## src/rtl/encryption.sv

```systemverilog
// rtl/encryption.sv - plaintext FIFO feeding a permute-then-XOR stage with rotating key K1,K2,K3
module encryption #(
  parameter int             N     = 8,
  parameter int             DEPTH = 4,
  parameter logic [N-1:0]   K1    = 8'b0011_1110,
  parameter logic [N-1:0]   K2    = 8'b0100_1001,
  parameter logic [N-1:0]   K3    = 8'b0111_1110
) (
  input  logic                     clock,
  input  logic                     rst,
  input  logic                     in_valid,
  output logic                     in_ready,
  input  logic [N-1:0]             din,
  input  logic                     hold,
  input  logic                     sync,
  output logic                     en,
  output logic [N-1:0]             dout,
  output logic [1:0]               key_phase,
  output logic [$clog2(DEPTH):0]   level
);

  localparam int AW = $clog2(DEPTH);
  localparam logic [AW:0] FULL = (AW+1)'(DEPTH);

  typedef enum logic [1:0] {
    IDLE  = 2'd0,
    RUN   = 2'd1,
    PAUSE = 2'd2
  } state_t;

  state_t        state;
  state_t        state_next;
  logic [N-1:0]  mem [DEPTH];
  logic [AW-1:0] wr_ptr;
  logic [AW-1:0] rd_ptr;
  logic          push;
  logic          pop;
  logic [N-1:0]  head;
  logic [N-1:0]  perm;
  logic [N-1:0]  key;

  assign in_ready = !rst && (level < FULL);
  assign push     = in_valid && in_ready;
  assign head     = mem[rd_ptr];

  // Inverse of the downstream decryption permutation.
  assign perm = {head[0], head[5], head[2], head[6], head[7], head[4], head[3], head[1]};

  // A sync on a pop cycle forces the popped byte onto K1.
  always_comb begin
    key = K1;
    if (!sync) begin
      case (key_phase)
        2'd1:    key = K2;
        2'd2:    key = K3;
        default: key = K1;
      endcase
    end
  end

  always_ff @(posedge clock or posedge rst) begin
    if (rst) begin
      state <= IDLE;
    end else begin
      state <= state_next;
    end
  end

  always_comb begin
    state_next = state;
    case (state)
      IDLE: begin
        if (level != '0) state_next = RUN;
      end
      RUN: begin
        if (hold) begin
          state_next = PAUSE;
        end else if (level == '0 || (level == (AW+1)'(1) && !push)) begin
          state_next = IDLE;
        end
      end
      PAUSE: begin
        if (!hold) state_next = (level != '0) ? RUN : IDLE;
      end
      default: state_next = IDLE;
    endcase
  end

  always_comb begin
    pop = 1'b0;
    if (state == RUN && !hold && level != '0) pop = 1'b1;
  end

  always_ff @(posedge clock) begin
    if (push) mem[wr_ptr] <= din;
  end

  always_ff @(posedge clock or posedge rst) begin
    if (rst) begin
      wr_ptr    <= '0;
      rd_ptr    <= '0;
      level     <= '0;
      en        <= 1'b0;
      dout      <= '0;
      key_phase <= 2'd0;
    end else begin
      if (push) wr_ptr <= wr_ptr + 1'b1;
      if (pop)  rd_ptr <= rd_ptr + 1'b1;
      case ({push, pop})
        2'b10:   level <= level + 1'b1;
        2'b01:   level <= level - 1'b1;
        default: level <= level;
      endcase
      en <= pop;
      if (pop) begin
        dout <= perm ^ key;
        if (sync) begin
          key_phase <= 2'd1;
        end else begin
          key_phase <= (key_phase == 2'd2) ? 2'd0 : key_phase + 2'd1;
        end
      end else if (sync) begin
        key_phase <= 2'd0;
      end
    end
  end

endmodule

```

## config.mk

```make
export PLATFORM = sky130hd
export DESIGN_NAME = encryption
export DESIGN_NICKNAME = d
export VERILOG_FILES = /design/src/rtl/encryption.sv
export SDC_FILE = /design/constraint.sdc
export NUM_CORES = 1
export LEC_CHECK = 0
export ABC_CLOCK_PERIOD_IN_PS = 2800
export CORE_ASPECT_RATIO = 0.6
export CORE_MARGIN = 2
export CORE_UTILIZATION = 50
export CTS_BUF_LIST = sky130_fd_sc_hd__clkbuf_4 sky130_fd_sc_hd__clkbuf_8
export DETAILED_ROUTE_END_ITERATION = 8
export MAX_ROUTING_LAYER = met4
export PLACE_DENSITY_LB_ADDON = 0.15
export SLEW_MARGIN = 20
export SYNTH_ARGS = -nofsm -noshare
export SYNTH_HDL_FRONTEND = slang
export SYNTH_SLANG_ARGS = --single-unit
```

## constraint.sdc

```tcl
create_clock -name clock -period 2.8 [get_ports clock]
set_input_delay 0.42 -clock clock [delete_from_list [all_inputs] [get_ports clock]]
set_output_delay 0.42 -clock clock [all_outputs]
set_load 0.01 [all_outputs]
```

==> impl_metrics.yaml, run 1 <==
# yosys + openroad results
run_status:
  run_status: "finished, final reports clean"
synthesis:
  synth-xor-area-share: 0.0542
  post_synth_net_total: 167
  postSynthAreaPerCell_um2: 15.7
  synth-compound-area-share: 0.0436
  synth.mux.area_fraction: 0.0916
  synth.top_cells.by_area: "sky130_fd_sc_hd__edfxtp_1 43%, sky130_fd_sc_hd__dfrtp_1 22%, sky130_fd_sc_hd__mux4_2 8.0%"
  synth_area_leader_cell: "sky130_fd_sc_hd__edfxtp_1"
  number_of_enable_type_register_cells_in_the_synthesized_netlist: 32
  synth.cellmix.simpleShare: 0.0587
  synth-seq-cells: 52
  synth.top_cells.by_count: "32 x sky130_fd_sc_hd__edfxtp_1, 20 x sky130_fd_sc_hd__dfrtp_1, 11 x sky130_fd_sc_hd__ha_1, 11 x sky130_fd_sc_hd__nand2_1, 10 x sky130_fd_sc_hd__inv_1"
  yosys.cell_count.top_type: "sky130_fd_sc_hd__edfxtp_1"
  top_logic_kind: "multiplexers"
  ys_area_mm2: 0.00224
  async_flop_share: 0.385
  synth_warnings: 0
  syn_inst: 143
  yosys-stat-cells: 143
  synth_area_in_adders: 0.0615
  netlist-cell-type-count: 30
  post-synth-top-area-fraction: 0.429
  ys_dominant_reg_cell: "sky130_fd_sc_hd__edfxtp_1"
  syn_area_mm2: 0.00224
  sequential_to_total_area_share_from_yosys_stat: 0.653
timing:
  drv_slew: 0
  timing_hold_violations_final: 0
  timing.clock.skew_ns: 0.00360
  totalNegativeSetupSlack_ns: 0
  setup_viol: 0
  max_clock_freq_ghz: 0.440
  final_critical_delay_including_setup_and_external_delays_ns: 2.27
  max-slew-margin-rel: 0.485
  min_period_over_period: 0.812
  fin_hold_ws_ns: 0.483
  least_margin_pin_slew_ns: 0.772
  grt_setup_unrepaired: "no"
finish:
  fraction_of_layout_instances_using_a_drive_strength_above_1: 0.144
  final_nets: 197
  sh_seq_area: 0.548
  final_cells: 234
  ff_latch_area_mm2: 0.00146
  clockBufferCount: 6
  insertedDiodeCount: 0
  clock_tree_area_fraction: 0.0418
  layout.cells.most_common_list: "32 x sky130_fd_sc_hd__edfxtp_1, 27 x sky130_fd_sc_hd__clkdlybuf4s50_1, 20 x sky130_fd_sc_hd__dfrtp_1"
  num-nonclk-inverters: 11
  largest_register_ff_count: 32
  nFlopsAndLatches: 52
  logic_area_um2: 693
  buf_share: 0.104
  largest-register: "mem"
  sh_comb_area: 0.260
  post-route-util: 0.633
  logic_gate_count: 75
  reg.largest.list: "mem x32, dout x8, level x3"
  dominant-cell-class: "registers"
  layout_top_cell_excl_fill_tap: "sky130_fd_sc_hd__edfxtp_1"
pwr:
  ir_worst_vdd_mv: 0.398
  p_comb_frac: 0.361
  seq_power_share: 0.447
  total_leakage_power_nw: 1.04
  p_clk_w: 0.000495
  power_density_relative_to_cell_area_mw_per_mm2: 970
  p_sw_frac: 0.309
  maxPowerGroup: "sequential cells"
  clock_power_share: 0.191
  sequentialPower_w: 0.00116
  switching_power_w: 0.000797
  p_int_w: 0.00179
flow_run:
  max-cap-violations: 0
  openroad.warnings: 33
global_route:
  track_usage: 0.163
  gr-max-usage-layer: "met2"
  grt_max_degree: 21
  grt_pass1_wl_um: 6040
  overflow: 0
  global_route.usage.met3: 0.0528
  grt_antenna_before_repair: 0
clock_tree:
  clock_sinks: 52
  clk_root_buffer_cell: "sky130_fd_sc_hd__clkbuf_8"
  worstSkewPairLatency_ns: 0.29
  cts_made_buffers: 5
  cts-root-to-sink-buffers: 2
  cts_hold_buffers: 0
  ctsHtreeMaxLevel: 2
  cts.repair.resized: 0
  post_cts_buffers: 0
  clkTransAtPathRegs_ns: 0.08
drt:
  drt_first_pass_iters: 4
  maxUsedRoutingLayer: "met4"
  met2WireLength_um: 1590
  drc: 0
  met3RoutedLength_um: 181
  wl_per_cell_um: 15.1
  avgViaCountPerCell: 5.10
  drt-initial-drc-count: 90
  m1WireLength_um: 1730
  ant_nets: 0
floorplan:
  die-area_mm2: 0.00505
  die_h_um: 55.8
  floorplan.initialDensity: 0.532
  fp-row-count: 18
  floorplan.tapcells: 60
  die_w_um: 90.4
  ios: 28
  coreArea_mm2: 0.00421
critical_path:
  worst-endpoint-required_ns: 2.99
  crit_start: "level[0]"
  timing.rr.start: "level[0]"
  crit_slowest_cell: "sky130_fd_sc_hd__or4b_1"
  reg2reg_slack_ns: 0.53
  critical_path.endpoint_type: "flip-flop"
  worst-setup-path-type: "reg -> reg"
  r2r_end: "level[2]"
  crit_chain: "inv_1, ha_1, nor2b_1, or4b_1, inv_6, ha_1, mux2i_1, nor2_1, xnor2_1"
  timing.critical_path.to: "level[2]"
  cp_top_family: "simple AND/OR/NAND/NOR gates"
  worst_r2r_path_depth: 9
  timing.critical_path.buf_inv: 2
  critical_path.max_fanout: 6
  critical_path_s_largest_stage_delay_ns: 0.56
  crit_top_cell: "sky130_fd_sc_hd__ha_1"
  worst-endpoint-arrival_ns: 2.46
  logic_depth_of_the_worst_path_buffers_included: 9
  critPathLaunchType: "flip-flop"
placed_design:
  buffer_ports.inserted: 27
  place_worst_setup_slack_ns: 0.469
  placement.cell_area_mm2: 0.00255
  post-place-cells: 226
  dp_hpwl_um: 2640
hold_path:
  worst_hold_path_type: "reg -> reg"
  worstHoldPathCells: 2
  hold_start: "dout[2]"
  hold_end: "dout[2]"
### Metal 2, run 1

Cells faint in the background.
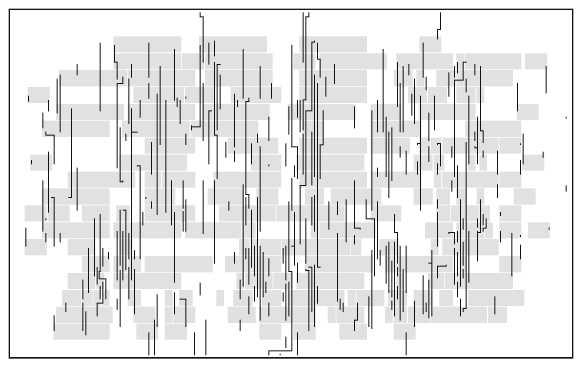
share of all routed wire: 45%
nets with wire on the layer: 168
met2 Use GR: 0.244
Vias: 1194
wirelength, routed: 3530 µm

### Cell sizes after repair, run 1

The bar under the picture is 20 µm long.
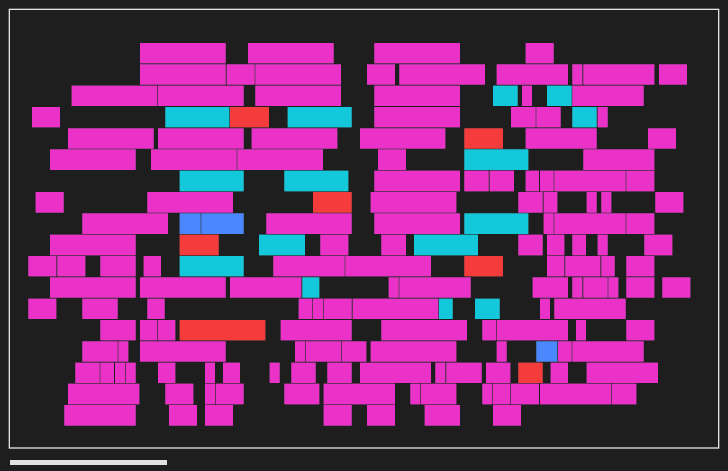
| colour | size | cells | share |
|---|---|---|---|
| blue | drive 3 to 4 | 3 | 1.7% |
| red | drive 6 and up | 7 | 4.0% |
| cyan | drive 2 | 15 | 8.6% |
| magenta | drive 1 or less | 149 | 86% |
signed area change from the synthesized netlist to the final layout: 19.0%
final std cell area, no fill: 0.00267 mm²
worst setup slack after layout: 0.527 ns
number of buffers other than clock buffers in the final layout: 28

### The metal 1 layer, run 1

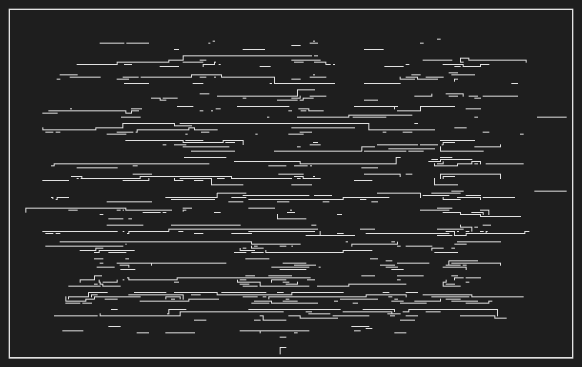
share of all routed wire: 49%
nets with wire on the layer: 168
longest straight run: 30.8 µm
wire length on this layer: 1730 µm
main direction: horizontal
met1 capacity usage during global routing: 0.219

### Clock routing, run 1

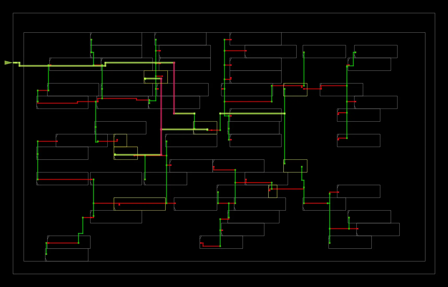

==> inputs of run 2 (changes only) <==
--- a/config.mk
+++ b/config.mk
@@ -5,7 +5,7 @@
 export SDC_FILE = /design/constraint.sdc
 export NUM_CORES = 1
 export LEC_CHECK = 0
-export ABC_CLOCK_PERIOD_IN_PS = 2800
+export ABC_CLOCK_PERIOD_IN_PS = 2090
 export CORE_ASPECT_RATIO = 0.6
 export CORE_MARGIN = 2
 export CORE_UTILIZATION = 50
==> constraint.sdc (replaced) <==
create_clock -name clock -period 2.09 [get_ports clock]
set_input_delay 0.3135 -clock clock [delete_from_list [all_inputs] [get_ports clock]]
set_output_delay 0.3135 -clock clock [all_outputs]
set_load 0.01 [all_outputs]
### Clock routing, run 2

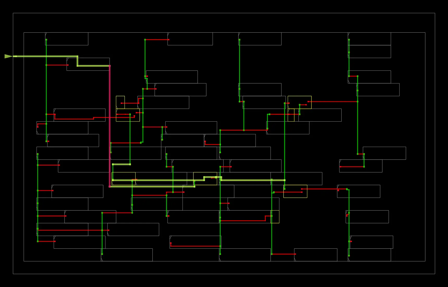
number of flip-flops and latches: 52
CTS Sinks: 52
clock latency on the worst-skew pair: 0.29 ns
final setup skew: 0.00256 ns
number of CTS-inserted buffers: 5

==> run 2 against run 1 <==
Effect of this change: worst setup slack got worse by 0.48 ns; highest routed layer unchanged; count of clock-buffer cells in the layout fell by 1; largest power group unchanged; register-to-register slack got worse by 0.48 ns; critical path type unchanged; worst hold slack got worse by 0.085 ns; largest cell class unchanged.
==> impl_metrics.yaml, run 2 <==
# yosys + openroad results
run_status:
  run_status: "finished, final reports clean"
critical_path:
  r2r_end: "level[2]"
  timing.critical_path.to: "level[2]"
  worst-setup-path-type: "reg -> reg"
  crit_start: "level[1]"
  critical_path.endpoint_type: "flip-flop"
  reg2reg_slack_ns: 0.05
  crit_chain: "inv_2, ha_4, nor2b_4, or4b_4, clkinv_4, ha_4, mux2i_1, nor2_1, xnor2_1"
  worst-endpoint-required_ns: 2.31
  crit_top_cell: "sky130_fd_sc_hd__ha_4"
  crit_slowest_cell: "sky130_fd_sc_hd__or4b_4"
  worst-endpoint-arrival_ns: 2.26
  critPathLaunchType: "flip-flop"
  timing.critical_path.buf_inv: 2
  cp_top_family: "simple AND/OR/NAND/NOR gates"
pwr:
  p_clk_w: 0.000532
  p_comb_frac: 0.409
  p_int_w: 0.00238
  seq_power_share: 0.439
  clock_power_share: 0.151
  sequentialPower_w: 0.00154
  maxPowerGroup: "sequential cells"
  total_leakage_power_nw: 1.07
  power_density_relative_to_cell_area_mw_per_mm2: 1280
  switching_power_w: 0.00114
  ir_worst_vdd_mv: 0.502
synthesis:
  synth-seq-cells: 52
  synth-xor-area-share: 0.0542
  ys_area_mm2: 0.00224
  synth_area_leader_cell: "sky130_fd_sc_hd__edfxtp_1"
  synth_area_in_adders: 0.0615
  synth.top_cells.by_area: "sky130_fd_sc_hd__edfxtp_1 43%, sky130_fd_sc_hd__dfrtp_1 22%, sky130_fd_sc_hd__mux4_2 8.0%"
  synth.top_cells.by_count: "32 x sky130_fd_sc_hd__edfxtp_1, 20 x sky130_fd_sc_hd__dfrtp_1, 11 x sky130_fd_sc_hd__ha_1, 11 x sky130_fd_sc_hd__nand2_1, 10 x sky130_fd_sc_hd__inv_1"
  number_of_enable_type_register_cells_in_the_synthesized_netlist: 32
  post-synth-top-area-fraction: 0.429
  top_logic_kind: "multiplexers"
  post_synth_net_total: 167
  yosys-stat-cells: 143
  sequential_to_total_area_share_from_yosys_stat: 0.653
  syn_inst: 143
  netlist-cell-type-count: 30
  syn_area_mm2: 0.00224
finish:
  fraction_of_layout_instances_using_a_drive_strength_above_1: 0.213
  largest_register_ff_count: 32
  final_cells: 243
  clock_tree_area_fraction: 0.0301
  insertedDiodeCount: 0
  flow.area_growth_from_synthesis_pct: 22.4
  sh_seq_area: 0.534
  post-route-util: 0.651
  layout_top_cell_excl_fill_tap: "sky130_fd_sc_hd__edfxtp_1"
  logic_gate_count: 75
  sh_comb_area: 0.266
  number_of_buffers_other_than_clock_buffers_in_the_final_layout: 37
  final_design_area_no_fill_mm2: 0.00274
  reg.largest.list: "mem x32, dout x8, level x3"
  clockBufferCount: 5
  final_nets: 206
  dominant-cell-class: "registers"
  logic_area_um2: 729
timing:
  drv_slew: 0
  max-slew-margin-rel: 0.640
  final_critical_delay_including_setup_and_external_delays_ns: 2.04
  totalNegativeSetupSlack_ns: 0
  fin_hold_ws_ns: 0.399
  timing_hold_violations_final: 0
  max_clock_freq_ghz: 0.489
  least_margin_pin_slew_ns: 0.539
  timing.final.ws_setup_ns: 0.0470
placed_design:
  post-place-cells: 232
  placement.cell_area_mm2: 0.00261
  dp_hpwl_um: 2730
  place_worst_setup_slack_ns: 0.0209
  buffer_ports.inserted: 27
drt:
  met3RoutedLength_um: 140
  ant_nets: 0
  drt_first_pass_iters: 4
  m1WireLength_um: 1900
  maxUsedRoutingLayer: "met4"
  avgViaCountPerCell: 4.98
  drc: 0
  drt-initial-drc-count: 51
flow_run:
  openroad.warnings: 34
global_route:
  grt_antenna_before_repair: 0
  global_route.usage.met3: 0.0447
  grt_util_met1: 0.247
  overflow: 0
  global_route.usage.met2: 0.235
  grt_max_degree: 21
  gr-max-usage-layer: "met1"
hold_path:
  worst_hold_path_type: "in -> async"
floorplan:
  ios: 28
  die-area_mm2: 0.00505
  fp-row-count: 18
  die_w_um: 90.4
  coreArea_mm2: 0.00421
  floorplan.initialDensity: 0.532
  die_h_um: 55.8
clock_tree:
  post_cts_buffers: 0
  clk_root_buffer_cell: "sky130_fd_sc_hd__clkbuf_8"
  ctsHtreeMaxLevel: 2
  clkTransAtPathRegs_ns: 0.09
  cts-root-to-sink-buffers: 2
  cts_hold_buffers: 0
  cts.repair.resized: 1
### Metal layers overlaid, run 2

Only two layers are drawn.
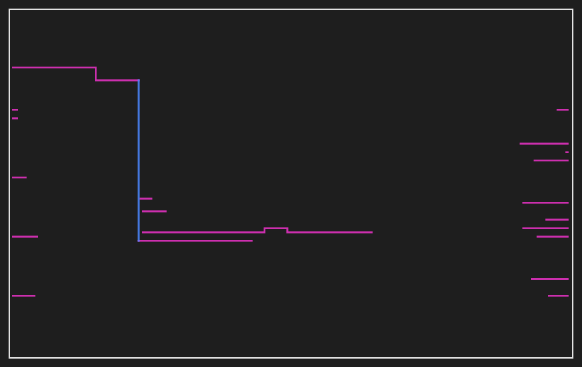
| colour | layer | wire length |
|---|---|---|
| blue | met4 | 25.8 µm |
| magenta | met3 | 141 µm |
wirelength, routed: 3810 µm
Vias: 1210
total global-route track usage: 0.171
routed wirelength normalized by instance count: 15.7 µm

Power is estimated from default activity; no workload was simulated.
